run_1/placed.png
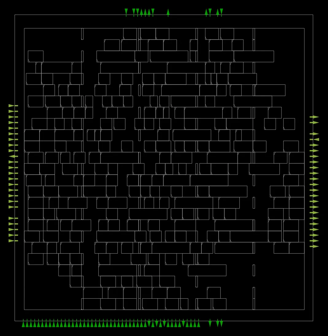
run_1/gates.png
The bar under the picture is 20 µm long.
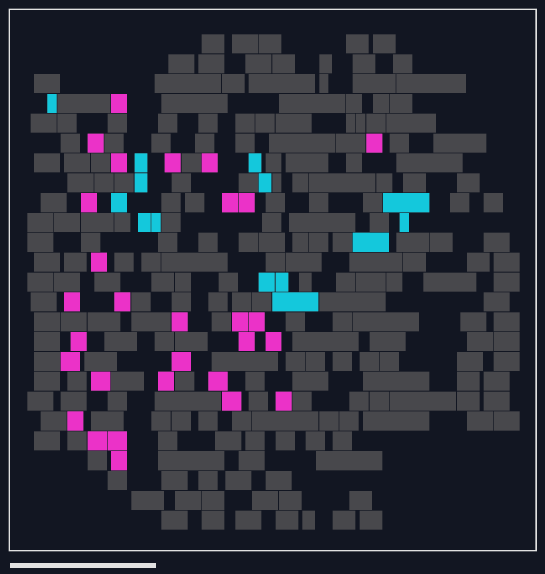
run_1/util_map.png
7 x 7 tiles, from black (low) to pale yellow (high), 0 to 100% covered.
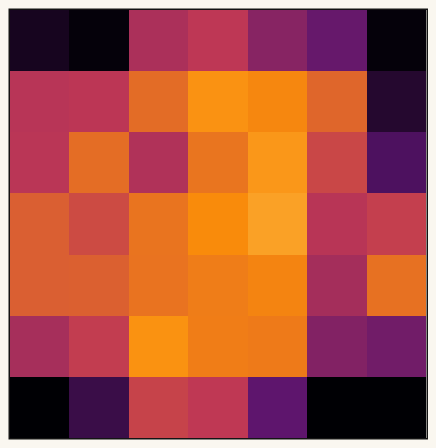
run_1/m3.png
The bar under the picture is 20 µm long.
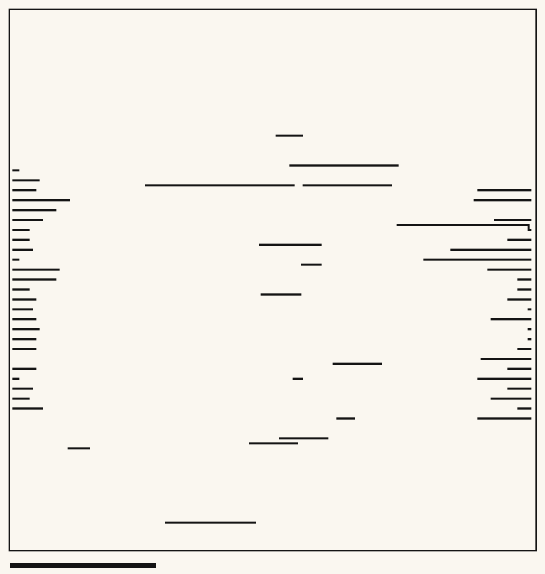
**src/rtl/imm_ext_arbiter.sv**
```systemverilog
// imm_ext_arbiter: round-robin share of one 16->32 immediate extender between two requesters.
// Define IMM_EXT_LUI_EN to make mode 10 an upper (LUI) extend; otherwise mode 10 sign-extends.
module imm_ext_arbiter #(
    parameter int IMM_W  = 16,
    parameter int DATA_W = 32
) (
    input  logic              clk,
    input  logic              rst_n,
    input  logic              i_req0_valid,
    input  logic [31:0]       i_req0_instr,
    input  logic [1:0]        i_req0_mode,
    output logic              o_req0_ready,
    input  logic              i_req1_valid,
    input  logic [31:0]       i_req1_instr,
    input  logic [1:0]        i_req1_mode,
    output logic              o_req1_ready,
    output logic              o_out_valid,
    output logic [DATA_W-1:0] o_out_data,
    output logic              o_out_id,
    input  logic              i_out_ready
);
    logic              r_out_valid;
    logic [DATA_W-1:0] r_out_data;
    logic              r_out_id;
    logic              r_last_grant;
    logic              w_accept;
    logic              w_gnt0;
    logic              w_gnt1;
    logic              w_xfer;
    logic [IMM_W-1:0]  w_imm;
    logic [1:0]        w_mode;
    logic [DATA_W-1:0] w_ext;
    logic              w_unused;

    function automatic logic [DATA_W-1:0] f_ext(input logic [IMM_W-1:0] imm, input logic [1:0] mode);
`ifdef IMM_EXT_LUI_EN
        if (mode == 2'b10) return {imm, {(DATA_W-IMM_W){1'b0}}};
`endif
        return mode == 2'b01 ? {{(DATA_W-IMM_W){1'b0}}, imm} :
               mode == 2'b11 ? {{(DATA_W-IMM_W-2){imm[IMM_W-1]}}, imm, 2'b00} :
                               {{(DATA_W-IMM_W){imm[IMM_W-1]}}, imm};
    endfunction

    // last_grant=1 after reset, so requester 0 wins the first contested cycle
    always_comb begin
        w_accept     = rst_n & (!r_out_valid | i_out_ready);
        w_gnt0       = i_req0_valid & (!i_req1_valid | r_last_grant);
        w_gnt1       = i_req1_valid & (!i_req0_valid | !r_last_grant);
        o_req0_ready = w_accept & w_gnt0;
        o_req1_ready = w_accept & w_gnt1;
        w_xfer       = o_req0_ready | o_req1_ready;
        w_imm        = w_gnt1 ? i_req1_instr[IMM_W-1:0] : i_req0_instr[IMM_W-1:0];
        w_mode       = w_gnt1 ? i_req1_mode : i_req0_mode;
        w_ext        = f_ext(w_imm, w_mode);
        w_unused     = ^{i_req0_instr[31:IMM_W], i_req1_instr[31:IMM_W]};
    end

    always_ff @(posedge clk or negedge rst_n) begin
        if (!rst_n) begin
            r_out_valid  <= 1'b0;
            r_out_data   <= '0;
            r_out_id     <= 1'b0;
            r_last_grant <= 1'b1;
        end else if (w_xfer) begin
            r_out_valid  <= 1'b1;
            r_out_data   <= w_ext;
            r_out_id     <= o_req1_ready;
            r_last_grant <= o_req1_ready;
        end else if (i_out_ready) begin
            r_out_valid  <= 1'b0;
        end
    end

    assign o_out_valid = r_out_valid;
    assign o_out_data  = r_out_data;
    assign o_out_id    = r_out_id;
endmodule

```
**config.mk**
```make
export PLATFORM = sky130hd
export DESIGN_NAME = imm_ext_arbiter
export DESIGN_NICKNAME = d
export VERILOG_FILES = /design/src/rtl/imm_ext_arbiter.sv
export SDC_FILE = /design/constraint.sdc
export NUM_CORES = 1
export LEC_CHECK = 0
export CORE_AREA = 2 2 70 72
export CTS_CLUSTER_DIAMETER = 150
export CTS_CLUSTER_SIZE = 24
export DETAILED_ROUTE_END_ITERATION = 10
export DIE_AREA = 0 0 72 74
export PLACE_DENSITY_LB_ADDON = 0.2
export SLEW_MARGIN = 25
export SYNTH_ARGS = -nofsm -noshare
export SYNTH_HDL_FRONTEND = slang
export SYNTH_SLANG_ARGS = --single-unit
```
**constraint.sdc**
```tcl
create_clock -name clk -period 1.5 [get_ports clk]
set_input_delay 0.375 -clock clk [delete_from_list [all_inputs] [get_ports clk]]
set_output_delay 0.375 -clock clk [all_outputs]
set_load 0.01 [all_outputs]
```
==> flow_summary.ini, run 1 <==
; yosys + openroad results
[power_and_ir_drop]
clockNetworkPower_mw = 0.389
vdd_ir_drop_max_mv = 0.354
power.sequential.total_mw = 0.772
sequentialPowerShare_pct = 34.7
internal-power_mw = 1.44
switching_share_pct = 35.1
power.leakage_nw = 1.18
power_leader = combinational logic
p_sw_mw = 0.782
clock_share_of_power_pct = 17.5
cellPowerDensity_nw_per_um2 = 849

[setup_path]
worst_path_max_delay_cell = dfrtp_1
timing.critical_path.cells = nor2b_4, nor3_4, buf_2
worstReg2RegStart = r_last_grant$_DFFE_PN1P_
reg2reg_to = o_out_data[11]$_DFFE_PN0P_
rr_worst_depth = 5
timing.critical_path.slowest_cell_delay_ns = 0.44
worst-path-max-fanout = 3
worst_ep_required_time_ns = 1.12
timing.reg2reg.setup_slack_ns = 0.09
crit_arrival_ns = 1.22
cp_num_buf_inv = 1
critical_path.top_delay_family = flip-flops

[yosys]
netlist_area_um2 = 1610
synth.yosys.warnings = 0
mappedNetlistNets = 247
postSynthAreaPerCell_um2 = 9.28
ys_ff = 21
share_of_async_settable_or_async_resettable_flops_after_synthesis_pct = 100
flop_cell = dfrtp_1
yosys.stat.seqShare_pct = 32.6
synth_cells = 174
yosys_cells = 174
edf_count = 0
yosysChipArea_um2 = 1610

[sta]
worst_pin_slew_ns = 0.491
rsz_0062_raised_after_global_routing = true
hold-worst-slack_ns = 0.386
report.final.setup_viol = 2
final-max-slew-violation-count = 0
finalHoldViolCount = 0
final.setup.worst_slack_ns = -0.0904
tcrit_tclk_final_pct = 106
slew-limit-headroom_pct = 67.2
layout_min_cycle_time_ns = 1.59
achievable-frequency_mhz = 629

[clock_network]
cts_max_level = 1
post_cts_hold_buffer_count = 0
worstSkewPairLatency_ns = 0.27
clkTransAtPathRegs_ns = 0.08
cts-root-to-sink-buffers = 2
cts_tree = built
cts_buffers = 3
numClockSinks = 21
cts_root_buf = clkbuf_8

[global_route]
vias_in_the_first_global_route = 1562
grt_max_degree = 29
globalRouteMet1Util_pct = 26.9
grt_usage_pct = 19.2
number_of_antenna_violations_at_the_first_check_in_global_routing = 0
grt_pass1_wl_um = 7760
global_route.usage.met3_pct = 1.63
globalRouteMet2Util_pct = 31.5

[worst_hold_path]
holdCritPathClass = in -> async

[run]
maximum_capacitance_violations = 0

[place]
place.port_buffers = 76
dp.final_hpwl_um = 3880
pre_cts_slack_ns = -0.736

[die]
placementRows = 25
floorplanUtilization_pct = 35.1
die_height_um = 74
die_x_um = 72
io_pins = 109

[status]
failed_checks = negative setup slack
run_status = complete, but fails checks

[drt]
initialDrtViolationCount = 129
route.final.wire_length_um = 5180
via_count = 1766
remaining_drc_errors = 0
detail-route-antenna-nets = 0
wire_per_inst_um = 16.7
post_drt_via_cell_ratio = 5.68

[finish]
area_delta_synth_final_pct = 62.5
layout.nets = 331
insertedDiodeCount = 0
post_route_cells_drive_above_1_share_pct = 25.3
Notes on placed.png above:
Finished Layout Cells: 311
layout sequential cell count: 21
fillers: 417
number of tap cells inserted: 54

Notes on gates.png above:
| color | family | cells |
|---|---|---|
| magenta | and/or cells | 29 |
| cyan | nand cells | 14 |
most instantiated logic cell after routing: clkdlybuf4s50_1
combinational share of cell area: 36.5%

Notes on util_map.png above:
mean over tiles: 48%
fullest tile: 80%
emptiest ninth of the die: bottom right
tiles over 75% full: 8.2%
nearly empty tiles: 10%

Notes on m3.png above:
share of all routed wire: 5.8%
wire length on this layer: 300 µm
main direction: horizontal

run 1: registers in the layout (all words and copies together), names as in the netlist:
| signal | count |
|---|---|
| o_out_valid | 1 |
| r_last_grant | 1 |
| o_out_id | 1 |
| o_out_data | 18 |
run 1: repair_timing:
action | 4_1_cts | 5_1_grt
setup buffers | 0 | 1
pin swaps | 3 | 3
endpoints found under the setup margin | 55 | 28
gates cloned | 0 | 1
gates resized | 49 | 30
run 1: Yosys cell counts (3+ instances only):
cell,count,area share [%]
nand2b_1,3,1.2
nor2b_1,3,1.2
buf_4,17,7.9
and3_1,21,8.1
a31oi_1,8,3.1
nand2_1,3,0.70
and3_2,7,3.3
o31ai_1,30,14
a211oi_1,28,13
nand3_1,6,1.9
dfrtp_1,20,31
clkbuf_1,5,1.2
buf_6,6,4.2
run 1: metal layers:
metal,share of wire [%],up-vias
met1,44,837
met5,0,-
met2,49,71
li1,-,853
met3,5.8,5
met4,1.3,0
run 1: per-stage QoR:
| stage | instance area [µm²] | instances | utilization (%) | setup TNS (ns) | total power, mW |
|---|---|---|---|---|---|
| finish | 2620 | 311 | 57.0 | -0.148 | 2.23 |
| global route | 2620 | 311 | 57.0 | -0.248 | 2.36 |
| CTS | 2510 | 309 | 54.6 | -0.375 | 2.16 |
| detailed placement | 2510 | 305 | 54.5 | -11.38 | 1.92 |
| global placement | 2510 | 305 | 54.5 | -11.03 | 1.91 |
| floorplan | 1620 | 174 | - | 0 | 1.33 |
run 1: worst max-delay path by stage:
stage	slack (ns)	startpoint	depth (start not counted)	endpoint
2_1_floorplan	0.02	o_out_valid$_DFFE_PN0P_	4	o_req1_ready
3_3_place_gp	-0.70	i_req1_valid	4	o_req1_ready
3_5_place_dp	-0.74	rst_n	4	o_req1_ready
4_1_cts	-0.20	i_out_ready	4	o_req0_ready
5_1_grt	-0.14	o_out_valid$_DFFE_PN0P_	3	o_req1_ready
6_report	-0.09	o_out_valid$_DFFE_PN0P_	3	o_req1_ready
run 1: cell type report:
type / count / area [µm²]
timing repair buffer: 108 / 1020
clock buffer: 4 / 45.0
tap: 54 / 67.6
multi-input combinational: 122 / 957
inverter: 2 / 8.76
fill: 417 / 1980
sequential: 21 / 527
run 1: layout by cell type (no fill, tap or decap):
master and instances:
clkinv_2 1, nor3_4 1, dfrtp_1 20, nand2b_4 1
nand3_1 6, o2111a_1 1, buf_4 28, a211oi_1 20
buf_2 2, a311oi_1 1, clkdlybuf4s50_1 36, a211oi_2 8
a21boi_4 1, and3_1 21, a41oi_1 1, buf_6 1
nand3_4 2, clkdlybuf4s15_1 14, inv_1 1, clkbuf_8 3
nand2_1 3, buf_12 4, a21bo_4 1, clkbuf_1 1
dfstp_2 1, or2_2 1, nor2b_4 1, a31oi_1 8
nor2b_1 2, dlymetal6s2s_1 1, a311oi_2 1, dlygate4sd2_1 22
nand2b_1 2, nor2_1 2, and3_2 7, nor3_2 1
o31ai_1 30
run 1: cell families after synthesis:
kind of cell           count (synthesis)  share of synthesized area [%]
DFF                                   21                           32.6
buffers and inverters                 32                           14.3
and+or+nand+nor                       49                           18.8
AOI/OAI and AO/OA                     72                           34.2
==> inputs of run 2 (changes only) <==
--- a/config.mk
+++ b/config.mk
@@ -5,12 +5,14 @@
 export SDC_FILE = /design/constraint.sdc
 export NUM_CORES = 1
 export LEC_CHECK = 0
+export CAP_MARGIN = 5
 export CORE_AREA = 2 2 70 72
 export CTS_CLUSTER_DIAMETER = 150
 export CTS_CLUSTER_SIZE = 24
 export DETAILED_ROUTE_END_ITERATION = 10
 export DIE_AREA = 0 0 72 74
-export PLACE_DENSITY_LB_ADDON = 0.2
+export PLACE_DENSITY_LB_ADDON = 0.08
+export RECOVER_POWER = 100
 export SLEW_MARGIN = 25
 export SYNTH_ARGS = -nofsm -noshare
 export SYNTH_HDL_FRONTEND = slang
run_2/gates.png
The bar under the picture is 20 µm long.
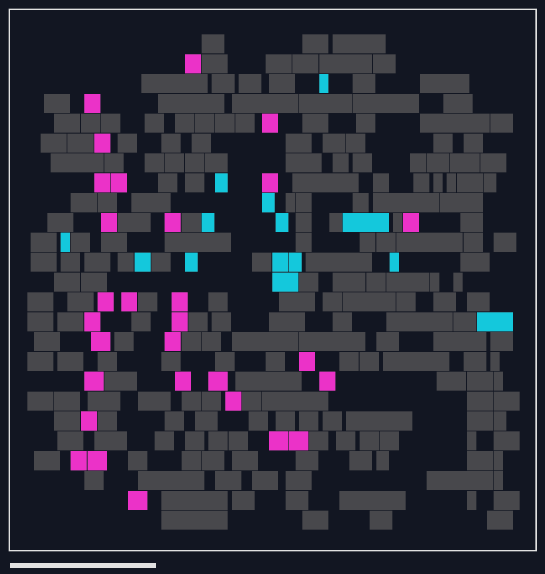
Finished Layout Cells: 306
combinational share of cell area: 36.3%

run_2/placed.png
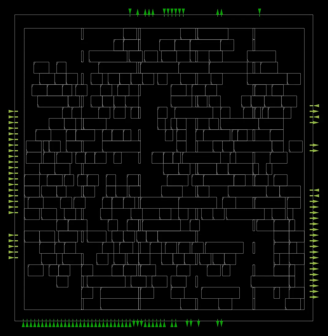
Rows: 25
share of the core filled with cells: 55.7%
CORE AREA: 4600 µm²
fillers: 434

==> run 2 against run 1 <==
The run still ends with negative setup slack left. Count of clock-buffer cells in the layout unchanged. Maximum frequency rose by 3.9%. Critical path depth is 1 higher. Total power is 1.1% lower. Worst setup slack better by 0.060 ns. Cell count decreased by 1.6%. Routed wire length rose by 4.7%. Sequential power about the same. Non-clock buffer count is 5 lower. Clock skew is 0.0039 ns higher. Global-route usage grew 0.55 points. Largest power group unchanged.
==> flow_summary.ini, run 2 <==
; yosys + openroad results
[power_and_ir_drop]
vdd_ir_drop_max_mv = 0.372
power.leakage_nw = 1.14
cellPowerDensity_nw_per_um2 = 860
report.power.total_mw = 2.20

[global_route]
globalRouteMet2Util_pct = 34.7
grt_usage_pct = 19.7
grt_remaining_overflow = 0
grt_pass1_wl_um = 8150
globalRouteMet1Util_pct = 25.6
number_of_antenna_violations_at_the_first_check_in_global_routing = 0
vias_in_the_first_global_route = 1670
gr-max-usage-layer = met2
grt_max_degree = 29

[yosys]
netlist_area_um2 = 1610
synth_cells = 174
flop_cell = dfrtp_1
synth.yosys.warnings = 0
synth.largest_area_cell = dfrtp_1
yosys.area.top_type_share_pct = 31.0
yosys_cells = 174
ys_ff = 21
edf_count = 0
yosys.stat.seqShare_pct = 32.6
mappedNetlistNets = 247
netlist_top_cells_count = o31ai_1, a211oi_1, and3_1
postSynthAreaPerCell_um2 = 9.28
post-synth-top-count-cell = o31ai_1
yosys-top-cells-area = dfrtp_1, o31ai_1, a211oi_1, and3_1, buf_4
share_of_async_settable_or_async_resettable_flops_after_synthesis_pct = 100
yosysChipArea_um2 = 1610

[die]
die_height_um = 74
die_x_um = 72
io_pins = 109
floorplanUtilization_pct = 35.1

[finish]
area_delta_synth_final_pct = 58.7
layout_top_cell = clkdlybuf4s50_1
insertedDiodeCount = 0
layout.nets = 326
post_route_cells_drive_above_1_share_pct = 21.8
most-common-layout-cells = clkdlybuf4s50_1, o31ai_1, a211oi_1

[setup_path]
timing.critical_path.slowest_cell_delay_ns = 0.39
crit_arrival_ns = 1.16
worst_ep_required_time_ns = 1.12
worst_path_max_delay_cell = dfrtp_1
timing.critical_path.cells = buf_6, nand2b_4, o2111a_1, buf_2
worst-path-max-fanout = 2

[drt]
initialDrtViolationCount = 73
route.final.wire_length_um = 5430
wire_per_inst_um = 17.7
post_drt_via_cell_ratio = 5.80
remaining_drc_errors = 0
via_count = 1774
detail-route-antenna-nets = 0

[clock_network]
clkTransAtPathRegs_ns = 0.08
post_cts_hold_buffer_count = 0
cts_buffers = 3
cts-root-to-sink-buffers = 2
cts_max_level = 1
numClockSinks = 21
worstSkewPairLatency_ns = 0.26

[place]
pre_cts_slack_ns = -0.690
place.port_buffers = 76
dp.final_hpwl_um = 4030

[sta]
layout_min_cycle_time_ns = 1.53
final.setup.worst_slack_ns = -0.0300
report.final.setup_viol = 2
finalHoldViolCount = 0
rsz_0062_raised_after_global_routing = true
final-max-slew-violation-count = 0
tcrit_tclk_final_pct = 102
achievable-frequency_mhz = 654
worst_pin_slew_ns = 0.359
slew-limit-headroom_pct = 76.0

[run]
maximum_capacitance_violations = 0

[status]
run_status = complete, but fails checks
failed_checks = negative setup slack
## run 2: cell counts after synthesis
No cell type changed its count.
## run 2: logic make-up (layout without fill, tap and decap cells)
group / Yosys count / after routing / share of synthesized area, %
AND/OR/NAND/NOR: 49 / 50 / 18.8
buffers and inverters: 32 / 109 / 14.3
AND-OR/OR-AND: 72 / 72 / 34.2
flip-flops: 21 / 21 / 32.6
## run 2: worst paths after layout
check,startpoint,end,slack [ns],cells after the start
worst max-delay path,o_out_valid$_DFFE_PN0P_,o_req0_ready,-0.03,4
worst min-delay path,rst_n,o_out_id$_DFFE_PN0P_,0.37,3
worst max register to register,r_last_grant$_DFFE_PN1P_,o_out_data[14]$_DFFE_PN0P_,0.08,5
worst min register to register,o_out_data[14]$_DFFE_PN0P_,o_out_data[14]$_DFFE_PN0P_,0.50,2
max in group asynchronous,rst_n,r_last_grant$_DFFE_PN1P_,0.87,3
min in group clk,o_out_data[14]$_DFFE_PN0P_,o_out_data[14]$_DFFE_PN0P_,0.50,2
## run 2: routing by layer
metal	up-vias	wire [µm]
li1	840	-
met1	845	2250
met2	81	2730
met3	8	353
met4	0	102
met5	-	0
## run 2: per-stage QoR
| stage | std cells | utilization, % | setup TNS (ns) | hold WS [ns] | area (µm²) |
|---|---|---|---|---|---|
| after floorplan | 174 | - | 0 | 0.0794 | 1620 |
| after global placement | 299 | 54.1 | -9.53 | 0.483 | 2490 |
| after detailed placement | 299 | 54.1 | -10.31 | 0.490 | 2490 |
| after CTS | 303 | 54.1 | -0.154 | 0.321 | 2490 |
| after global routing | 306 | 55.7 | -0.538 | 0.425 | 2560 |
| final | 306 | 55.7 | -0.0398 | 0.365 | 2560 |
## run 2: where the power goes
group | switching (mW) | total (mW) | leakage (nW) | internal, mW
logic | 0.506 | 1.06 | 0.861 | 0.550
clock network | 0.188 | 0.377 | 0.0228 | 0.189
registers | 0.0773 | 0.769 | 0.252 | 0.692
total | 0.771 | 2.20 | 1.14 | 1.43
## run 2: repair_timing
| action | in CTS | in global routing |
|---|---|---|
| cloned | 0 | 2 |
| setup buffers | 0 | 1 |
| gates resized | 49 | 36 |
| pin swaps | 2 | 3 |
| hold endpoints to repair | 0 | 0 |
| setup endpoints to repair | 52 | 24 |
## run 2: final cells by class
type	instances	area (µm²)	area share, %
flip-flops and latches	21	527	20.6
well taps	54	67.6	2.64
repair buffers	103	985	38.4
multi-input cells	122	930	36.3
clock buffers	4	45.0	1.76
inverters	2	7.51	0.293
## run 2: critical path: cells and delay by family (launching register included)
| family | cells | cell delay [ns] |
|---|---|---|
| DFF | 1 | 0.39 |
| buffers and inverters | 2 | 0.25 |
| AOI/OAI and AO/OA | 1 | 0.19 |
| and+or+nand+nor | 1 | 0.06 |
Power figures rest on the tool's default switching activity, not on a simulated workload.
